===== src/rtl/sync_pkg.sv =====
// Shared definitions for the data synchronizer: FSM state encoding and the
// default depth of the enable synchronizer.
package sync_pkg;

  localparam int DEFAULT_SYNC_STAGES = 2;

  typedef enum logic {
    IDLE = 1'b0,
    BUSY = 1'b1
  } sync_state_e;

endpackage


===== src/rtl/bit_synchronizer.sv =====
// Multi-flop synchronizer for a bus of independent single-bit signals.
// Each bit is resynchronized on its own; it is not a coherent data path.
module bit_synchronizer
  import sync_pkg::*;
#(
  parameter int NUM_OF_STAGE = DEFAULT_SYNC_STAGES,
  parameter int WIDTH        = 1
) (
  input  logic             clk,
  input  logic             reset_n,
  input  logic [WIDTH-1:0] unsync_i,
  output logic [WIDTH-1:0] sync_o
);

  logic [NUM_OF_STAGE-1:0][WIDTH-1:0] stages_q;

  // Stage 0 takes the asynchronous input; the last stage is the settled value.
  always_ff @(posedge clk or negedge reset_n) begin
    if (!reset_n) begin
      stages_q <= '0;
    end else begin
      stages_q <= {stages_q[NUM_OF_STAGE-2:0], unsync_i};
    end
  end

  assign sync_o = stages_q[NUM_OF_STAGE-1];

endmodule


===== src/rtl/data_synchronizer.sv =====
// Enable-qualified bus synchronizer: only the request level crosses through
// flops; the data bus is captured once the synchronized request rises.
module data_synchronizer
  import sync_pkg::*;
#(
  parameter int NUM_OF_STAGE = DEFAULT_SYNC_STAGES,
  parameter int WIDTH        = 8
) (
  input  logic             clk,
  input  logic             reset_n,
  input  logic [WIDTH-1:0] unsync_bus,
  input  logic             bus_enable,
  output logic [WIDTH-1:0] sync_bus,
  output logic             enable_pulse,
  output logic             ack
);

  logic             sync_en;
  logic             sync_en_prev_q;
  sync_state_e      state_q, state_d;
  logic [WIDTH-1:0] sync_bus_q, sync_bus_d;
  logic             pulse_q, pulse_d;
  logic             ack_q, ack_d;

  bit_synchronizer #(
    .NUM_OF_STAGE (NUM_OF_STAGE),
    .WIDTH        (1)
  ) u_enable_sync (
    .clk      (clk),
    .reset_n  (reset_n),
    .unsync_i (bus_enable),
    .sync_o   (sync_en)
  );

  always_ff @(posedge clk or negedge reset_n) begin
    if (!reset_n) begin
      sync_en_prev_q <= 1'b0;
      state_q        <= IDLE;
      sync_bus_q     <= '0;
      pulse_q        <= 1'b0;
      ack_q          <= 1'b0;
    end else begin
      sync_en_prev_q <= sync_en;
      state_q        <= state_d;
      sync_bus_q     <= sync_bus_d;
      pulse_q        <= pulse_d;
      ack_q          <= ack_d;
    end
  end

  // The source holds unsync_bus stable while its request is high, so the bus
  // is safe to sample directly on the synchronized rising edge.
  always_comb begin
    state_d    = state_q;
    sync_bus_d = sync_bus_q;
    pulse_d    = 1'b0;
    ack_d      = 1'b0;
    case (state_q)
      IDLE: begin
        if (sync_en && !sync_en_prev_q) begin
          state_d    = BUSY;
          sync_bus_d = unsync_bus;
          pulse_d    = 1'b1;
          ack_d      = 1'b1;
        end
      end
      BUSY: begin
        ack_d = 1'b1;
        if (!sync_en) begin
          ack_d   = 1'b0;
          state_d = IDLE;
        end
      end
      default: state_d = IDLE;
    endcase
  end

  assign sync_bus     = sync_bus_q;
  assign enable_pulse = pulse_q;
  assign ack          = ack_q;

endmodule

===== config.mk =====
export PLATFORM = sky130hd
export DESIGN_NAME = data_synchronizer
export DESIGN_NICKNAME = d
export VERILOG_FILES = /design/src/rtl/sync_pkg.sv /design/src/rtl/bit_synchronizer.sv /design/src/rtl/data_synchronizer.sv
export SDC_FILE = /design/constraint.sdc
export NUM_CORES = 1
export LEC_CHECK = 0
export ABC_AREA = 1
export CORE_AREA = 2 2 39 41
export DETAILED_ROUTE_END_ITERATION = 8
export DIE_AREA = 0 0 41 43
export PLACE_DENSITY = 0.71
export SETUP_SLACK_MARGIN = 0.1
export SYNTH_ARGS = -nofsm -noshare
export SYNTH_HDL_FRONTEND = slang
export SYNTH_SLANG_ARGS = --single-unit

===== constraint.sdc =====
create_clock -name clk -period 1.1 [get_ports clk]
set_clock_uncertainty 0.05 [all_clocks]
set_input_delay 0.33 -clock clk [delete_from_list [all_inputs] [get_ports clk]]
set_output_delay 0.33 -clock clk [all_outputs]
set_load 0.1 [all_outputs]

### Port wiring, run 1

The bar under the picture is 10 um long.
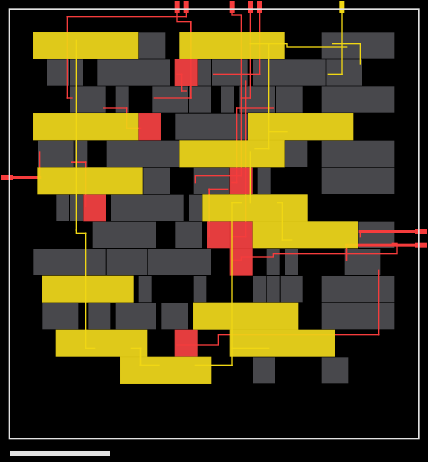
[reset_n] yellow | direction: input | edge: north | end cells: 13 | buffers: 2 | wire: 108 um
[unsync_bus] red | direction: input | edge: 5 north, 2 east, 1 west | end cells: 8 | buffers: 8 | wire: 193 um

### Placement by cell class, run 1

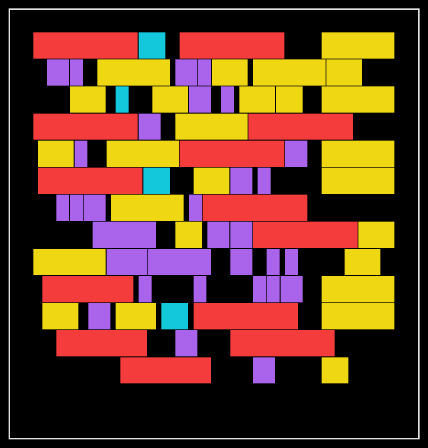
[other buffers and delay cells] yellow | cells: 26
[all other logic] purple | cells: 31
[clock drivers and dummy loads] cyan | cells: 4
[flip-flops] red | cells: 13
core area: 0.00138 mm^2
Post-Route Utilization: 70.1%
Final Instance Area: 970 um^2
Seq/total area: 37.4%

### PDN straps and rails, run 1

The bar under the picture is 10 um long. Pins as bars on the die edge.
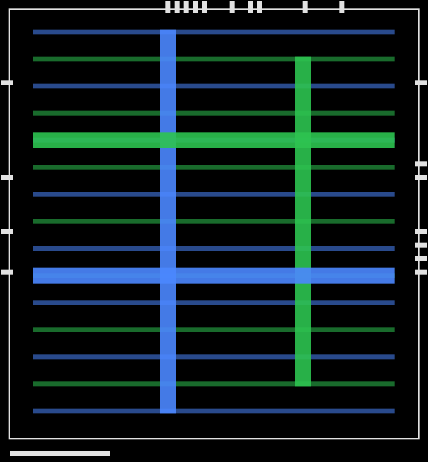
[VDD] green
[VSS] blue
met4 straps: 2
signal pins: 21
met1 rails: 15
rows: 14
Max IR drop VDD: 0.00118 V
Die Wd: 41 um
chip height: 43 um

### Local utilization, run 1

The bar under the picture is 10 um long. 8 x 9 tiles, from black (low) to pale yellow (high), 0 to 100% covered.
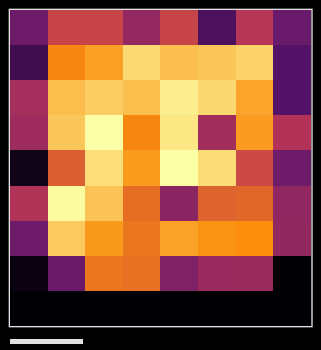
mean over tiles: 54%
nearly empty tiles: 13%
tiles over 75% full: 36%
fullest tile: 100%

## run 1: area by class of cell
| cell class | instances | area [um^2] |
|---|---|---|
| fillers | 105 | 414 |
| clock buffers | 4 | 26.3 |
| well taps | 16 | 20.0 |
| flip-flops and latches | 13 | 363 |
| inverters | 3 | 18.8 |
| multi-input cells | 28 | 168 |
| repair buffers | 26 | 374 |
## run 1: stage by stage
step | TNS [ps] | instances | power [mW]
after floorplan | -321 | 44 | 1.19
after global placement | 0 | 82 | 1.58
after detailed placement | -5.58 | 82 | 1.59
after CTS | -2500 | 89 | 1.91
after global routing | -2860 | 90 | 2.00
final | -2240 | 90 | 1.92
## run 1: placed cells by master, fill, tap and decap left out, drive strengths merged
master,n
buf,16
clkbuf,4
clkdlybuf4s50,10
dfrtp,13
inv,3
nand2,18
nand3,2
nand4,8
==> qor.csv, run 1 <==
metric;value;unit
status;finished with violations;
violated checks;negative setup slack;
pin count of the biggest net entering global routing;14;
post-CTS sizing;3;
ys cells;44;
share of layout cells above drive strength 1;54.1;%
DR vias;438;
area grow syn2layout;101;%
Max Cap Violations;0;
busiest grt layer;met2;
max-slew violations;0;
Pwr top;combinational cells;
number of global-route vias before repair;447;
met2 Usage GRT;27.2;%
Synth async-reset ratio;100;%
worst-case clock buffer depth;2;
Post-synth top cells;18 x nand2_1, 13 x dfrtp_1, 8 x nand4_1;
flops out of synthesis;13;
Area leader share;67.4;%
worst reg-to-reg setup slack;-50;ps
Buf/Inv on CP;1;
yosys adder share;0;%
CTS tree;yes;
simple share;28.0;%
post-route ant nets;0;
Comb power frac;50.4;%
die area;0.00176;mm^2
switch share;43.1;%
routing usage on met1;22.6;%
Synth Cell Area;483;um^2
antenna cells;0;
worst hold path stage count;0;
Place WS;-5.58;ps
pwr dens;1980;mW/mm^2
Setup crit end;sync_bus[1];
post-CTS setup buffer count;2;
gr ovfl total;0;
Yosys chip area;483;um^2
r2r worst-path depth;5;
OpenROAD warnings;29;
hold path start;u_enable_sync.stages_q[0]$_DFF_PN0_;
RSZ-0062 raised after global routing;yes;
Post-synth EDFFs;0;
sequential share of power;34.8;%
Seq share, synth;67.4;%
Switching Power;0.827;mW
FP Rows;14;
drt via density;4.87;
WL/cell;14.0;um
Synth Area per Inst;11.0;um^2
num ports;21;
Crit-path slowest cell;dfrtp_4;
most instantiated library cell after synthesis;nand2_1;
leakage power;0.429;nW
Netlist cell types;7;
delay-heaviest family, CP;flip-flops;
drt pass-1 iters;4;
WP depth;1;
DR WL met2;716;um
final hold violation count;0;
CTS sink cnt;13;
Post-DP Area;882;um^2
CTS Buf Count;3;
Worst EP required;720;ps
worst setup path class;reg -> out;
Setup-failing EPs final;14;
input/output buffers;20;
final wirelength;1.26;mm
Synth area leader;dfrtp_1;
hold buffer count at cts;0;
number of DRC markers in iteration 0;8;
met3 GRT Util;4.71;%
routed wl met3;58;um
H-tree Lvls;1;
R2R Path Start;ack$_DFF_PN0_;
CP max FO;2;
Slew headroom;74.7;%
Hold WS;302;ps
Hold Path End;u_enable_sync.sync_o$_DFF_PN0_;
Hold WC Path Type;reg -> reg;
Total Nets Final;86;
CP endpoint kind;primary output;
Yosys Warn Count;0;
Top cells by area;dfrtp_1 67%, nand2_1 14%, nand4_1 10%, nand3_4 3.6%, buf_6 2.3%;
Clock Power Share;14.8;%
Pre-Place Util;34.9;%
uppermost layer routed;met4;
Synth Flop Type;dfrtp_1;
CTS clock-pin slew for the worst setup and hold paths;70;ps
fmax;754;MHz
Int Pwr;1.09;mW
RD Place Congestion;0.640;
post-route worst setup slack;-227;ps
Power Sequential;0.669;mW
first-pass GRT wire length;2.07;mm
Synth logic family;simple AND/OR/NAND/NOR gates;
==> inputs of run 2 (changes only) <==
Settings changed: CELL_PAD_IN_SITES_DETAIL_PLACEMENT from default to 0, CELL_PAD_IN_SITES_GLOBAL_PLACEMENT from default to 2, CORE_AREA 2 2 39 41 to default, CORE_UTILIZATION from default to 23, DIE_AREA 0 0 41 43 to default, GPL_TIMING_DRIVEN from default to 1, PLACE_DENSITY 0.71 to default, PLACE_DENSITY_LB_ADDON from default to 0.1, SLEW_MARGIN from default to 20.
### Congestion heat map, run 2

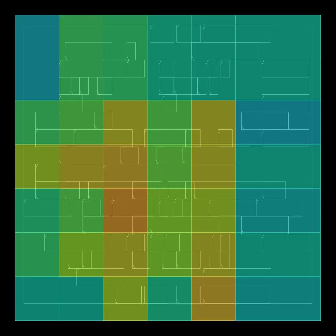
met3 GRT Util: 2.26%
routing usage on met1: 15.7%
Post-Route Utilization: 50.2%

### Port wiring, run 2

The bar under the picture is 10 um long.
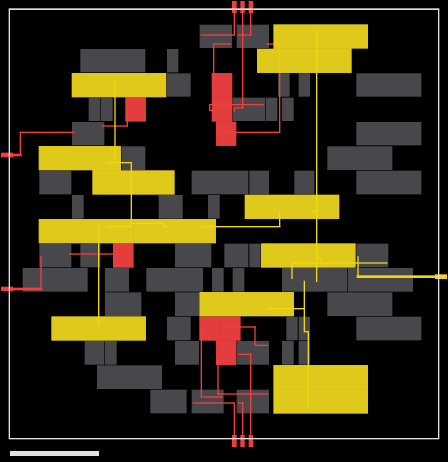
[reset_n] yellow | direction: input | edge: east | end cells: 13 | buffers: 2 | wire: 118 um
[unsync_bus] red | direction: input | edge: 3 south, 3 north, 2 west | end cells: 8 | buffers: 8 | wire: 129 um
num ports: 21
input/output buffers: 20

### PDN straps and rails, run 2

The bar under the picture is 10 um long. Pins as bars on the die edge.
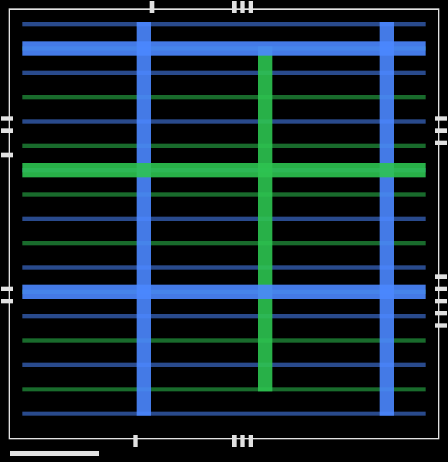
[VDD] green
[VSS] blue
signal pins: 21
met1 rails: 17
met4 straps: 3
rows: 16

==> qor.csv, run 2 <==
metric;value;unit;change
status;finished with violations;;unchanged
violated checks;negative setup slack;;unchanged
CTS tree;yes;;unchanged
Hold WC Path Type;reg -> reg;;unchanged
DRC Markers;0;;unchanged
total power;1.90;mW;was 1.92 mW
flops out of synthesis;13;;unchanged
CP Launch Point;ack$_DFF_PN0_;;was sync_bus[1]$_DFFE_PN0P_
Buf/Inv on CP;1;;unchanged
final wirelength;1.14;mm;was 1.26 mm
pwr dens;1930;mW/mm^2;was 1980 mW/mm^2
share of layout cells above drive strength 1;52.6;%;was 54.1%
CP peak stage delay;500;ps;about the same
n_taps;27;;was 16
Clock Power Share;15.3;%;was 14.8%
Top cells by area;dfrtp_1 67%, nand2_1 14%, nand4_1 10%, nand3_4 3.6%, buf_6 2.3%;;unchanged
Comb gates;28;;unchanged
post-route ant nets;0;;unchanged
Flop area;363;um^2;unchanged
Slew headroom;78.7;%;was 74.7%
area grow syn2layout;104;%;was 101%
Worst EP required;720;ps;about the same
Flops;13;;unchanged
drt pass-1 iters;2;;was 4
Max Cap Violations;0;;unchanged
Root Driver;clkbuf_4;;unchanged
Non-Clock Inverter Count;3;;unchanged
routed wl met3;58;um;unchanged
sequential share of power;34.9;%;was 34.8%
Int Pwr;1.08;mW;was 1.09 mW
Mux area share;0;%;unchanged
Pwr top;combinational cells;;unchanged
logic area;163;um^2;was 168 um^2
crit path cell chain;buf_12;;unchanged
hold buffer count at cts;0;;unchanged
initial antenna violation count;0;;unchanged
clk tree area frac;2.67;%;was 2.71%
CP max FO;2;;unchanged
Die Wd;47.8;um;was 41 um
die area;0.00229;mm^2;was 0.00176 mm^2
leakage power;0.433;nW;was 0.429 nW
GRT Util Overall;11.8;%;was 18.4%
ys cells;44;;unchanged
Setup-failing EPs final;10;;was 14
Power Sequential;0.664;mW;was 0.669 mW
XOR-XNOR Cells, Area Fraction;0;%;unchanged
FP Rows;16;;was 14
Crit-path slowest cell;dfrtp_4;;unchanged
Comb power frac;49.8;%;was 50.4%
Synth async-reset ratio;100;%;unchanged
Top cells excl fill/tap;14 x nand2_1, 11 x buf_12, 10 x dfrtp_4, 10 x clkdlybuf4s50_1, 8 x nand4_1;;was 12 x nand2_1, 12 x buf_12, 10 x dfrtp_4, 10 x clkdlybuf4s50_1, 8 x nand4_1
Logic power comb;0.947;mW;was 0.968 mW
Inst Count DP;95;;was 82
FILL cells;202;;was 105
Hold WS;302;ps;about the same
largest class;non-clock buffers;;unchanged
delay-heaviest family, CP;flip-flops;;unchanged
CTS sink cnt;13;;unchanged
Synth Area per Inst;11.0;um^2;unchanged
simple share;28.0;%;unchanged
Synth area leader;dfrtp_1;;unchanged
antenna cells;0;;unchanged
max reg flops;8;;unchanged
final hold violation count;0;;unchanged
yosys adder share;0;%;unchanged
RSZ-0062 raised after global routing;yes;;unchanged
Yosys chip area;483;um^2;unchanged
drt via density;4.07;;was 4.87
DPL Wire Length;839;um;
Yosys Warn Count;0;;unchanged
DR WL met2;586;um;was 716 um
Synth Instances;44;;unchanged
Late-Pin Clk Latency;270;ps;about the same
Floorplan Nets;55;;unchanged
H-tree Lvls;1;;unchanged
CTS clock-pin slew for the worst setup and hold paths;80;ps;was 70 ps
number of DRC markers in iteration 0;2;;was 8
NonClk Buf Share;38.6;%;about the same
Critical R2R Capture;sync_bus[4]$_DFFE_PN0P_;;was sync_bus[0]$_DFFE_PN0P_
post-CTS setup buffer count;2;;unchanged
worst reg-to-reg setup slack;10;ps;was -50 ps
r2r worst-path depth;5;;unchanged
Non-Filler Instances;103;;was 90
worst setup path class;reg -> out;;unchanged
Final Cycle Share;120;%;was 121%
Synth logic family;simple AND/OR/NAND/NOR gates;;unchanged
most frequent logic cell in the layout;nand2_1;;
Place WS;9.70;ps;was -5.58 ps
CP endpoint kind;primary output;;unchanged
number of global-route vias before repair;380;;was 447
Post-DP Area;898;um^2;was 882 um^2
Power Clock;0.291;mW;was 0.284 mW
fraction of area in multi-input gates;16.5;%;was 17.3%
WL/cell;11.1;um;was 14.0 um
Non-clk bufs;28;;was 26
shortest period the worst path allows;1320;ps;was 1330 ps
Synth Flop Type;dfrtp_1;;unchanged
Area leader share;67.4;%;unchanged
post-CTS sizing;6;;was 3
Synth Area in Compound Gates;0;%;unchanged
Setup crit end;ack;;was sync_bus[1]
Netlist cell types;7;;unchanged
WP depth;1;;unchanged
transition time of the tightest slew-check pin;319;ps;was 380 ps
gr ovfl total;0;;unchanged
core area;0.00196;mm^2;was 0.00138 mm^2
# clk buffers;4;;unchanged
DR vias;419;;was 438
Post-synth top cells;18 x nand2_1, 13 x dfrtp_1, 8 x nand4_1;;unchanged
busiest grt layer;met2;;unchanged
Total Nets Final;88;;was 86
post-route worst setup slack;-222;ps;was -227 ps
R2R Path Start;ack$_DFF_PN0_;;unchanged
chip height;47.8;um;was 43 um
Pre-Place Util;24.6;%;was 34.9%
RD Place Congestion;0.657;;was 0.640
Crit path arrival time;940;ps;was 950 ps
Seq/total area;36.8;%;was 37.4%
Fin Setup TNS;-2160;ps;was -2240 ps
max-slew violations;0;;unchanged
CP startpoint kind;register;;unchanged
OpenROAD warnings;29;;unchanged
met2 Usage GRT;17.8;%;was 27.2%
Post-synth EDFFs;0;;unchanged
most instantiated library cell after synthesis;nand2_1;;unchanged
worst-case clock buffer depth;2;;unchanged
Seq share, synth;67.4;%;unchanged
pin count of the biggest net entering global routing;14;;unchanged
Switching Power;0.819;mW;was 0.827 mW
Max IR drop VDD;0.00110;V;was 0.00118 V
fmax;756;MHz;was 754 MHz
met1 WL;492;um;was 476 um
uppermost layer routed;met4;;unchanged
first-pass GRT wire length;1.75;mm;was 2.07 mm
CTS Buf Count;3;;unchanged
switch share;43.0;%;was 43.1%
Synth Cell Area;483;um^2;unchanged
Final Instance Area;985;um^2;was 970 um^2
## run 2: cell counts after synthesis
Identical to the previous run, type by type.
## run 2: how the worst min path moves through the flow
stage	cells past startpoint	startpoint	end
global placement	0	u_enable_sync.stages_q[0]$_DFF_PN0_	u_enable_sync.sync_o$_DFF_PN0_
floorplan	0	reset_n	sync_en_prev_q$_DFF_PN0_
finish	0	u_enable_sync.stages_q[0]$_DFF_PN0_	u_enable_sync.sync_o$_DFF_PN0_
CTS	0	u_enable_sync.stages_q[0]$_DFF_PN0_	u_enable_sync.sync_o$_DFF_PN0_
global route	0	u_enable_sync.stages_q[0]$_DFF_PN0_	u_enable_sync.sync_o$_DFF_PN0_
detailed placement	0	u_enable_sync.stages_q[0]$_DFF_PN0_	u_enable_sync.sync_o$_DFF_PN0_
No activity file was given, so power comes from the tool's default toggle rates.
